==> config.mk <==
export PLATFORM = sky130hd
export DESIGN_NAME = cs_address_sequencer
export DESIGN_NICKNAME = d
export VERILOG_FILES = /design/src/rtl/cs_address_sequencer.sv
export SDC_FILE = /design/constraint.sdc
export NUM_CORES = 1
export LEC_CHECK = 0
export CAP_MARGIN = 20
export CORE_MARGIN = 3
export CORE_UTILIZATION = 37
export CTS_BUF_LIST = sky130_fd_sc_hd__clkbuf_4 sky130_fd_sc_hd__clkbuf_8
export CTS_CLUSTER_DIAMETER = 30
export DETAILED_ROUTE_END_ITERATION = 8
export GPL_TIMING_DRIVEN = 0
export HOLD_SLACK_MARGIN = 0.05
export PLACE_DENSITY = 0.92
export SYNTH_ARGS = -nofsm -noshare
export SYNTH_HDL_FRONTEND = slang
export SYNTH_SLANG_ARGS = --single-unit
==> constraint.sdc <==
create_clock -name CS_ADDRESS_SEQUENCER_CLOCK_50 -period 2.3 [get_ports CS_ADDRESS_SEQUENCER_CLOCK_50]
set_input_delay 0.23 -clock CS_ADDRESS_SEQUENCER_CLOCK_50 [delete_from_list [all_inputs] [get_ports CS_ADDRESS_SEQUENCER_CLOCK_50]]
set_output_delay 0.23 -clock CS_ADDRESS_SEQUENCER_CLOCK_50 [all_outputs]
set_load 0.05 [all_outputs]
==> src/rtl/cs_address_sequencer.sv <==
// rtl/cs_address_sequencer.sv - control-store address sequencer with memory-access stall
module cs_address_sequencer #(
  parameter int DATAWIDTH_JUMPADDRESS = 11,
  parameter int DATAWIDTH_CONDITION   = 3,
  parameter int DATAWIDTH_IR          = 32,
  parameter int DATAWIDTH_FLAGS       = 4
) (
  input  logic                             CS_ADDRESS_SEQUENCER_CLOCK_50,
  input  logic                             CS_ADDRESS_SEQUENCER_ResetInLow_In,
  input  logic [DATAWIDTH_CONDITION-1:0]   CS_ADDRESS_SEQUENCER_Condition_InBus,
  input  logic [DATAWIDTH_JUMPADDRESS-1:0] CS_ADDRESS_SEQUENCER_JumpAddress_InBus,
  input  logic                             CS_ADDRESS_SEQUENCER_RD_In,
  input  logic                             CS_ADDRESS_SEQUENCER_WR_In,
  input  logic                             CS_ADDRESS_SEQUENCER_MemReady_In,
  input  logic [DATAWIDTH_FLAGS-1:0]       CS_ADDRESS_SEQUENCER_Flags_InBus,
  input  logic [DATAWIDTH_IR-1:0]          CS_ADDRESS_SEQUENCER_IR_InBus,
  output logic [DATAWIDTH_JUMPADDRESS-1:0] CS_ADDRESS_SEQUENCER_CSAddress_OutBus,
  output logic                             CS_ADDRESS_SEQUENCER_Stalled_Out
);

  localparam int AW = DATAWIDTH_JUMPADDRESS;

  localparam logic [DATAWIDTH_CONDITION-1:0] COND_CSAI   = 3'b000;
  localparam logic [DATAWIDTH_CONDITION-1:0] COND_N      = 3'b001;
  localparam logic [DATAWIDTH_CONDITION-1:0] COND_Z      = 3'b010;
  localparam logic [DATAWIDTH_CONDITION-1:0] COND_V      = 3'b011;
  localparam logic [DATAWIDTH_CONDITION-1:0] COND_C      = 3'b100;
  localparam logic [DATAWIDTH_CONDITION-1:0] COND_IR13   = 3'b101;
  localparam logic [DATAWIDTH_CONDITION-1:0] COND_JUMP   = 3'b110;
  localparam logic [DATAWIDTH_CONDITION-1:0] COND_DECODE = 3'b111;

  // Flag bus is ordered {N,Z,V,C} from MSB to LSB.
  localparam int FLAG_N = 3;
  localparam int FLAG_Z = 2;
  localparam int FLAG_V = 1;
  localparam int FLAG_C = 0;

  typedef enum logic [1:0] {
    ST_START = 2'd0,
    ST_RUN   = 2'd1,
    ST_WAIT  = 2'd2
  } state_t;

  state_t        state_q, state_d;
  logic [AW-1:0] cs_address_q, cs_address_d;

  logic [AW-1:0] csai_addr;
  logic [AW-1:0] decode_addr;
  logic [AW-1:0] next_addr;
  logic          jump_taken;
  logic          mem_access;
  logic          mem_ready;
  logic          unused_ir;

  assign mem_access = CS_ADDRESS_SEQUENCER_RD_In | CS_ADDRESS_SEQUENCER_WR_In;
  assign mem_ready  = CS_ADDRESS_SEQUENCER_MemReady_In;

  // Increment wraps naturally at the address width.
  assign csai_addr = cs_address_q + AW'(1);

  // Opcode fields select an entry in the upper half of the control store, 4-word aligned.
  assign decode_addr = AW'({1'b1,
                            CS_ADDRESS_SEQUENCER_IR_InBus[31:30],
                            CS_ADDRESS_SEQUENCER_IR_InBus[24:19],
                            2'b00});

  assign unused_ir = ^{CS_ADDRESS_SEQUENCER_IR_InBus[29:25],
                       CS_ADDRESS_SEQUENCER_IR_InBus[18:14],
                       CS_ADDRESS_SEQUENCER_IR_InBus[12:0]};

  always_comb begin
    jump_taken = 1'b0;
    case (CS_ADDRESS_SEQUENCER_Condition_InBus)
      COND_N:    jump_taken = CS_ADDRESS_SEQUENCER_Flags_InBus[FLAG_N];
      COND_Z:    jump_taken = CS_ADDRESS_SEQUENCER_Flags_InBus[FLAG_Z];
      COND_V:    jump_taken = CS_ADDRESS_SEQUENCER_Flags_InBus[FLAG_V];
      COND_C:    jump_taken = CS_ADDRESS_SEQUENCER_Flags_InBus[FLAG_C];
      COND_IR13: jump_taken = CS_ADDRESS_SEQUENCER_IR_InBus[13];
      COND_JUMP: jump_taken = 1'b1;
      default:   jump_taken = 1'b0;
    endcase
  end

  always_comb begin
    next_addr = csai_addr;
    if (CS_ADDRESS_SEQUENCER_Condition_InBus == COND_DECODE) begin
      next_addr = decode_addr;
    end else if (CS_ADDRESS_SEQUENCER_Condition_InBus != COND_CSAI && jump_taken) begin
      next_addr = CS_ADDRESS_SEQUENCER_JumpAddress_InBus;
    end
  end

  // START holds address 0 for one cycle so the store can fetch microword 0.
  always_comb begin
    state_d      = state_q;
    cs_address_d = cs_address_q;
    case (state_q)
      ST_START: begin
        state_d = ST_RUN;
      end
      ST_RUN: begin
        if (mem_access && !mem_ready) begin
          state_d = ST_WAIT;
        end else begin
          cs_address_d = next_addr;
        end
      end
      ST_WAIT: begin
        if (mem_ready) begin
          cs_address_d = next_addr;
          state_d      = ST_RUN;
        end
      end
      default: begin
        state_d      = ST_START;
        cs_address_d = '0;
      end
    endcase
  end

  always_ff @(posedge CS_ADDRESS_SEQUENCER_CLOCK_50 or negedge CS_ADDRESS_SEQUENCER_ResetInLow_In) begin
    if (!CS_ADDRESS_SEQUENCER_ResetInLow_In) begin
      state_q      <= ST_START;
      cs_address_q <= '0;
    end else begin
      state_q      <= state_d;
      cs_address_q <= cs_address_d;
    end
  end

  assign CS_ADDRESS_SEQUENCER_CSAddress_OutBus = cs_address_q;
  assign CS_ADDRESS_SEQUENCER_Stalled_Out      = (state_q == ST_WAIT);

endmodule

==> impl_metrics.toml, run 1 <==
# implementation run metrics
[layout]
drive_above_1_share_pct = 5.59
final_cell_count_no_fill = 191
n_all_buffers = 44
comb_area_share_pct = 43.6
area_delta_synth_final_pct = 49.1
layout.nets = 222
largest_reg_flops = 11
ff_latch_area_um2 = 325
inverters = 7
top_area_cell_class = "logic gates"
logic_area_um2 = 659
n_fill_cell = 235
num-multi-input-gates = 93
antenna_cells = 0
layout_top_cells = "clkdlybuf4s50_1 (43), dfrtp_1 (13), mux2i_1 (13), nor2_1 (13), nand2_1 (8)"
buf_share_pct = 28.7
layout_top_cell = "clkdlybuf4s50_1"

[global_route]
grt_pass1_wl_um = 4540
gr-usage-met2_pct = 30.5
grtUsageMet3_pct = 3.07
busiest_layer = "met2"
gr-usage-met1_pct = 19.8
grt_pass1_vias = 1091
grt-ovfl-total = 0
antenna_found_initial = 0
grt_max_degree = 14

[detailed_routing]
dr.pass1.iters = 4
avgRoutedWirePerCell_um = 14.7
first_iter_violations = 38
routed-wl-met2_um = 1450
wl_met1_um = 1080
topRoutingLayerUsed = "met4"
dr_wl_met3_um = 233
routed_wirelength_um = 2800
final_antenna_net_count = 0
vias_per_cell = 5.54

[logic_synthesis]
simple_gate_area_share_pct = 18.7
synth.yosys.warnings = 0
synth_stat.cells = 114
postSynthNetCount = 174
adder_share_pct = 6.17
yosysChipArea_um2 = 1010
synthArstFlopShare_pct = 100
mux_share_pct = 12.8
compound_area_share_pct = 21.2
ys_sh_xor_pct = 6.04
synth_top_area_share_pct = 32.1
synth-edff-count = 0
synth_cells = 114
synth_area_per_cell_um2 = 8.90
synth-main-ff-cell = "dfrtp_1"
ys_top_logic_family = "AND-OR/OR-AND gates"
synth.area.top_cells = "dfrtp_1 (32%), mux2i_1 (13%), ha_1 (6.2%), nor2_1 (4.8%), o22ai_1 (3.7%)"
syn_area_um2 = 1010
ys_seq_share_pct = 32.1
synth-seq-cells = 13
top_cells_by_count = "dfrtp_1 (13), mux2i_1 (13), nor2_1 (13)"
ys_types = 32

[pwr]
swShare_pct = 51.2
ir_drop_mv = 0.813
switchingPower_mw = 0.902
p_comb_share_pct = 65.4
internal_power_mw = 0.859
power_leader = "combinational logic"
power.density_nw_per_um2 = 1160
comb-power_mw = 1.15
finalPower_mw = 1.76
p_leak_nw = 0.649
power_frac_seq_pct = 25.9
clkPwrFrac_pct = 8.8

[critical_path]
cp.arrival_ps = 2340
worst_setup_path_end_kind = "flip-flop"
cp_top_family = "AND-OR/OR-AND gates"
crit_fanout = 10
cp_slowest_cell = "a311oi_4"
r2r_cells = 7
path_class = "flip-flop to flip-flop"
critPathBufInv = 1
worst_path_largest_cell_delay_ps = 590
worst_setup_path_start_kind = "flip-flop"
r2r-start = "state_q[0]"
worst_ep_required_time_ps = 2510
path_cells = "inv_1 > ha_1 > nor2b_1 > a311oi_4 > nand3_4 > a211oi_2 > a211o_1"
startpoint = "state_q[0]"
cp-endpoint = "CS_ADDRESS_SEQUENCER_CSAddress_OutBus[8]"
path_depth = 7
timing.rr.end = "CS_ADDRESS_SEQUENCER_CSAddress_OutBus[8]"
reg2reg_setup_slack_ps = 170

[status]
status = "completed"

[clock_network]
cts_hold_buf = 0
cts_resized = 0
cts_max_level = 1
cts_buffer_depth = 2
cts_tree = "yes"
clk_pin_slew_worst_paths_ps = 90
post_cts_buffers = 0
cts-root-buf = "clkbuf_4"

[place]
hpwlAfterDp_um = 2240
dp_slack_ps = 177
gp_congestion = 0.802
io_buffers = 43
placed_cell_area_um2 = 1480
dp.cells = 187

[floorplan]
ioPinCount = 67
die_width_um = 58.4
die_h_um = 58.4
die-area_um2 = 3410
taps = 30

[final_timing]
hold_slack_ps = 325
max_slew_margin_pct = 59.0
setup_ws_ps = 171
worst_pin_slew_ps = 615
slew_viol_final = 0
finalHoldViolations = 0
fin_tns_setup_ps = 0
finalSetupViolCount = 0
fin_crit_sh_pct = 92.6
fmax_mhz = 470
min_period_ps = 2130
rsz0062_at_grt = "no"

[min_path]
hold_path.class = "primary input to async pin"

[flow_run]
warnings = 52
**Run 1: cells coloured by class**

Fill, decap, tap and diode cells in grey.
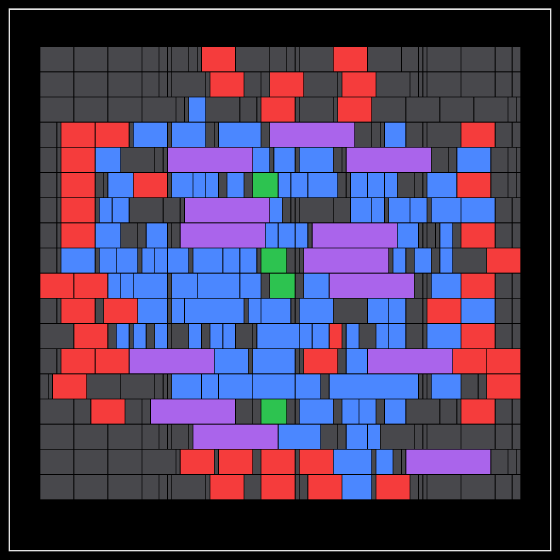
red -> other buffers and delay cells  # cells 44, share of their area 29%
purple -> flip-flops  # cells 13, share of their area 22%
green -> clock drivers and dummy loads  # cells 4, share of their area 2.0%
blue -> all other logic  # cells 100, share of their area 46%
Core Util, Final: 59.4%
Core Region: 2540 µm²
row count: 18
fraction of area in registers: 21.5%
Design Area, Final: 1510 µm²

**Run 1: clock wires, drivers and flops**

The bar under the picture is 20 µm long.
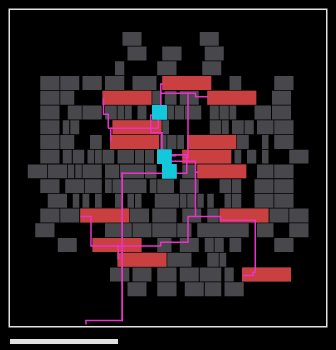
red -> flip-flops  # count 13
cyan -> cells driving clock nets  # count 3
magenta -> clock wires  # length 190 µm
routed clock nets = 4
Latency at later pin: 280 ps
Worst Skew: 9.12 ps

**Run 1: routed metal, one colour a layer**

The bar under the picture is 20 µm long. Only two layers are drawn.
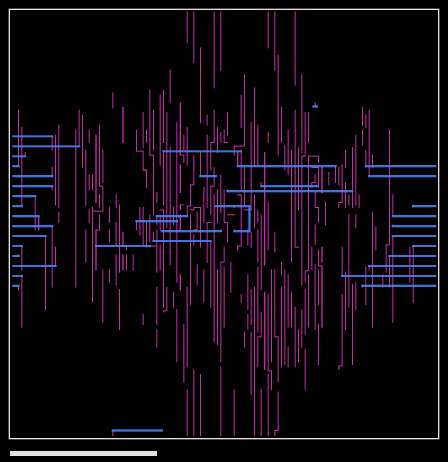
blue -> met3  # wire length 234 µm
magenta -> met2  # wire length 1450 µm
GRT Total Usage: 17.1%
vias: 1058

**Run 1: clock nets**

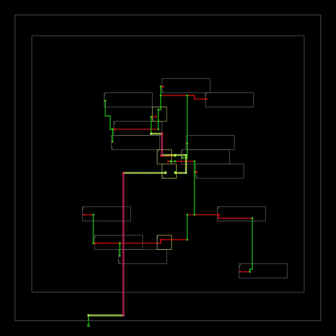
total CTS buffers: 3
Clock Sinks: 13
clock network power: 0.154 mW
# clk buffers: 4
flip-flops: 13

**Run 1: where the registers sit**

The bar under the picture is 20 µm long.
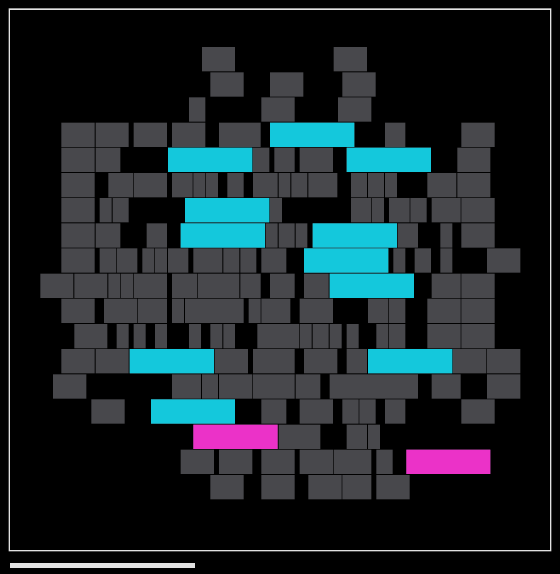

## Run 2: what changed since run 1
--- a/config.mk
+++ b/config.mk
@@ -14,6 +14,7 @@
 export GPL_TIMING_DRIVEN = 0
 export HOLD_SLACK_MARGIN = 0.05
 export PLACE_DENSITY = 0.92
+export SETUP_SLACK_MARGIN = 0.4
 export SYNTH_ARGS = -nofsm -noshare
 export SYNTH_HDL_FRONTEND = slang
 export SYNTH_SLANG_ARGS = --single-unit
**Run 2: where the registers sit**

The bar under the picture is 20 µm long.
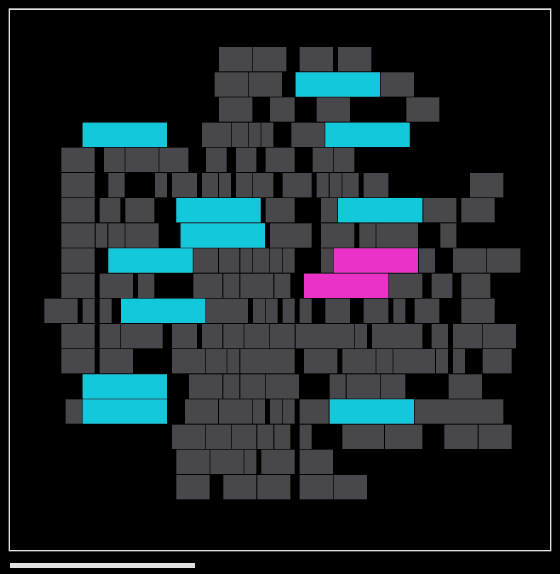
cyan -> CS_ADDRESS_SEQUENCER_CSAddress_OutBus  # sequential cells 11
magenta -> state_q  # sequential cells 2
Sequential cell area: 325 µm²
Core Util, Final: 61.5%
fraction of area in registers: 20.8%
sequential cell power: 0.456 mW

**Run 2: routed metal, one colour a layer**

The bar under the picture is 20 µm long. Only two layers are drawn.
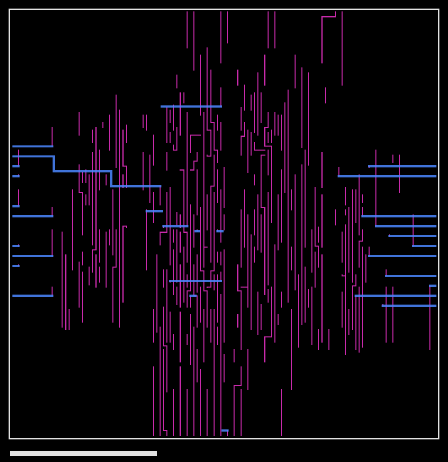
blue -> met3  # wire length 155 µm
magenta -> met2  # wire length 1530 µm
drt total wl: 2920 µm
GRT Total Usage: 17.5%
Avg WL per Cell: 15.0 µm

**Run 2: clock nets**

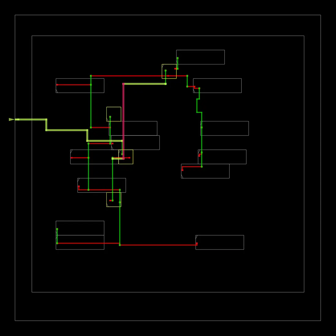
clock network power: 0.161 mW
Worst Skew: 0.759 ps

==> run 2 against run 1 <==
Compared with the run above:
- synthesized cell count stayed put
- global-route usage is 0.36 points higher
- die area stayed put
- sequential power hardly changed
- critical endpoint is now CS_ADDRESS_SEQUENCER_CSAddress_OutBus[2]
- largest cell class unchanged
==> impl_metrics.toml, run 2 <==
# implementation run metrics
[status]
status = "completed"

[critical_path]
path_depth = 1
critPathBufInv = 1
worst_setup_path_start_kind = "flip-flop"
startpoint = "CS_ADDRESS_SEQUENCER_CSAddress_OutBus[2]"
worst_ep_required_time_ps = 2070
cp-endpoint = "CS_ADDRESS_SEQUENCER_CSAddress_OutBus[2]"
r2r-start = "state_q[0]"
path_class = "flip-flop to primary output"
cp_top_family = "buffers and inverters"
r2r_cells = 6
worst_path_largest_cell_delay_ps = 860
cp_slowest_cell = "clkdlybuf4s50_1"
cp.arrival_ps = 1630
worst_setup_path_end_kind = "primary output"
timing.rr.end = "CS_ADDRESS_SEQUENCER_CSAddress_OutBus[10]"
crit_fanout = 7
path_cells = "clkdlybuf4s50_1"
reg2reg_setup_slack_ps = 470

[detailed_routing]
dr.pass1.iters = 4
vias_per_cell = 5.51
dr_wl_met3_um = 154
wl_met1_um = 1190
routed-wl-met2_um = 1530
topRoutingLayerUsed = "met4"
vias = 1074
first_iter_violations = 26
final_antenna_net_count = 0

[final_timing]
worst_pin_slew_ps = 625
finalHoldViolations = 0
fin_tns_setup_ps = 0
max_slew_margin_pct = 58.2
slew_viol_final = 0
fin_crit_sh_pct = 80.7
setup_ws_ps = 445
hold_slack_ps = 330
fmax_mhz = 539
finalSetupViolCount = 0
min_period_ps = 1860

[pwr]
clkPwrFrac_pct = 8.6
swShare_pct = 50.7
comb-power_mw = 1.25
p_comb_share_pct = 67.0
p_leak_nw = 0.677
power_frac_seq_pct = 24.4
finalPower_mw = 1.87
internal_power_mw = 0.922
power_leader = "combinational logic"
ir_drop_mv = 0.861
switchingPower_mw = 0.949

[layout]
n_all_buffers = 48
finalInstanceArea_um2 = 1560
inverters = 7
final.clkbuf_count = 4
comb_area_share_pct = 43.5
num-multi-input-gates = 93
final_cell_count_no_fill = 195
layout_top_cells = "clkdlybuf4s50_1 (42), dfrtp_1 (13), mux2i_1 (13), nor2_1 (13)"
antenna_cells = 0
logic_area_um2 = 681
top_area_cell_class = "logic gates"
layout.nets = 226
flops = 13
buf_share_pct = 29.7
area_delta_synth_final_pct = 54.1
n_fill_cell = 225
layout_top_cell = "clkdlybuf4s50_1"
largest_reg_flops = 11
drive_above_1_share_pct = 11.5

[logic_synthesis]
ys_sh_xor_pct = 6.04
syn_area_um2 = 1010
adder_share_pct = 6.17
synth.area.top_cells = "dfrtp_1 (32%), mux2i_1 (13%), ha_1 (6.2%), nor2_1 (4.8%), o22ai_1 (3.7%)"
synth_area_leader_cell = "dfrtp_1"
simple_gate_area_share_pct = 18.7
ys_types = 32
synth-main-ff-cell = "dfrtp_1"
synth_cells = 114
synth-seq-cells = 13
ys_top_logic_family = "AND-OR/OR-AND gates"
compound_area_share_pct = 21.2
synth-edff-count = 0
synth_stat.cells = 114
ys_seq_share_pct = 32.1
synth.yosys.warnings = 0
top_cells_by_count = "dfrtp_1 (13), mux2i_1 (13), nor2_1 (13)"
synth_top_area_share_pct = 32.1
synth_area_per_cell_um2 = 8.90
synthArstFlopShare_pct = 100
mux_share_pct = 12.8
yosysChipArea_um2 = 1010
postSynthNetCount = 174

[global_route]
grt_pass1_vias = 1101
grt_pass1_wl_um = 4660
busiest_layer = "met2"
antenna_found_initial = 0
grtUsageMet3_pct = 3.29
gr-usage-met1_pct = 20.3
grt-ovfl-total = 0
gr-usage-met2_pct = 32.1
grt_max_degree = 14

[clock_network]
cts_buffer_depth = 2
clk_pin_slew_worst_paths_ps = 80
cts_sinks = 13
cts-root-buf = "clkbuf_4"
cts_tree = "yes"
cts_hold_buf = 0
cts_resized = 2
post_cts_buffers = 2
clk_latency_ps = 280
cts_max_level = 1
cts_buffers = 3

[flow_run]
warnings = 52

[place]
placed_cell_area_um2 = 1490
hpwlAfterDp_um = 2240
io_buffers = 43
dp.cells = 187
dp_slack_ps = 124
gp_congestion = 0.856

[floorplan]
taps = 30
die-area_um2 = 3410
core_um2 = 2540
ioPinCount = 67
rows = 18
die_h_um = 58.4
die_width_um = 58.4

[min_path]
hold_path.class = "primary input to async pin"
No activity file was given, so power comes from the tool's default toggle rates.
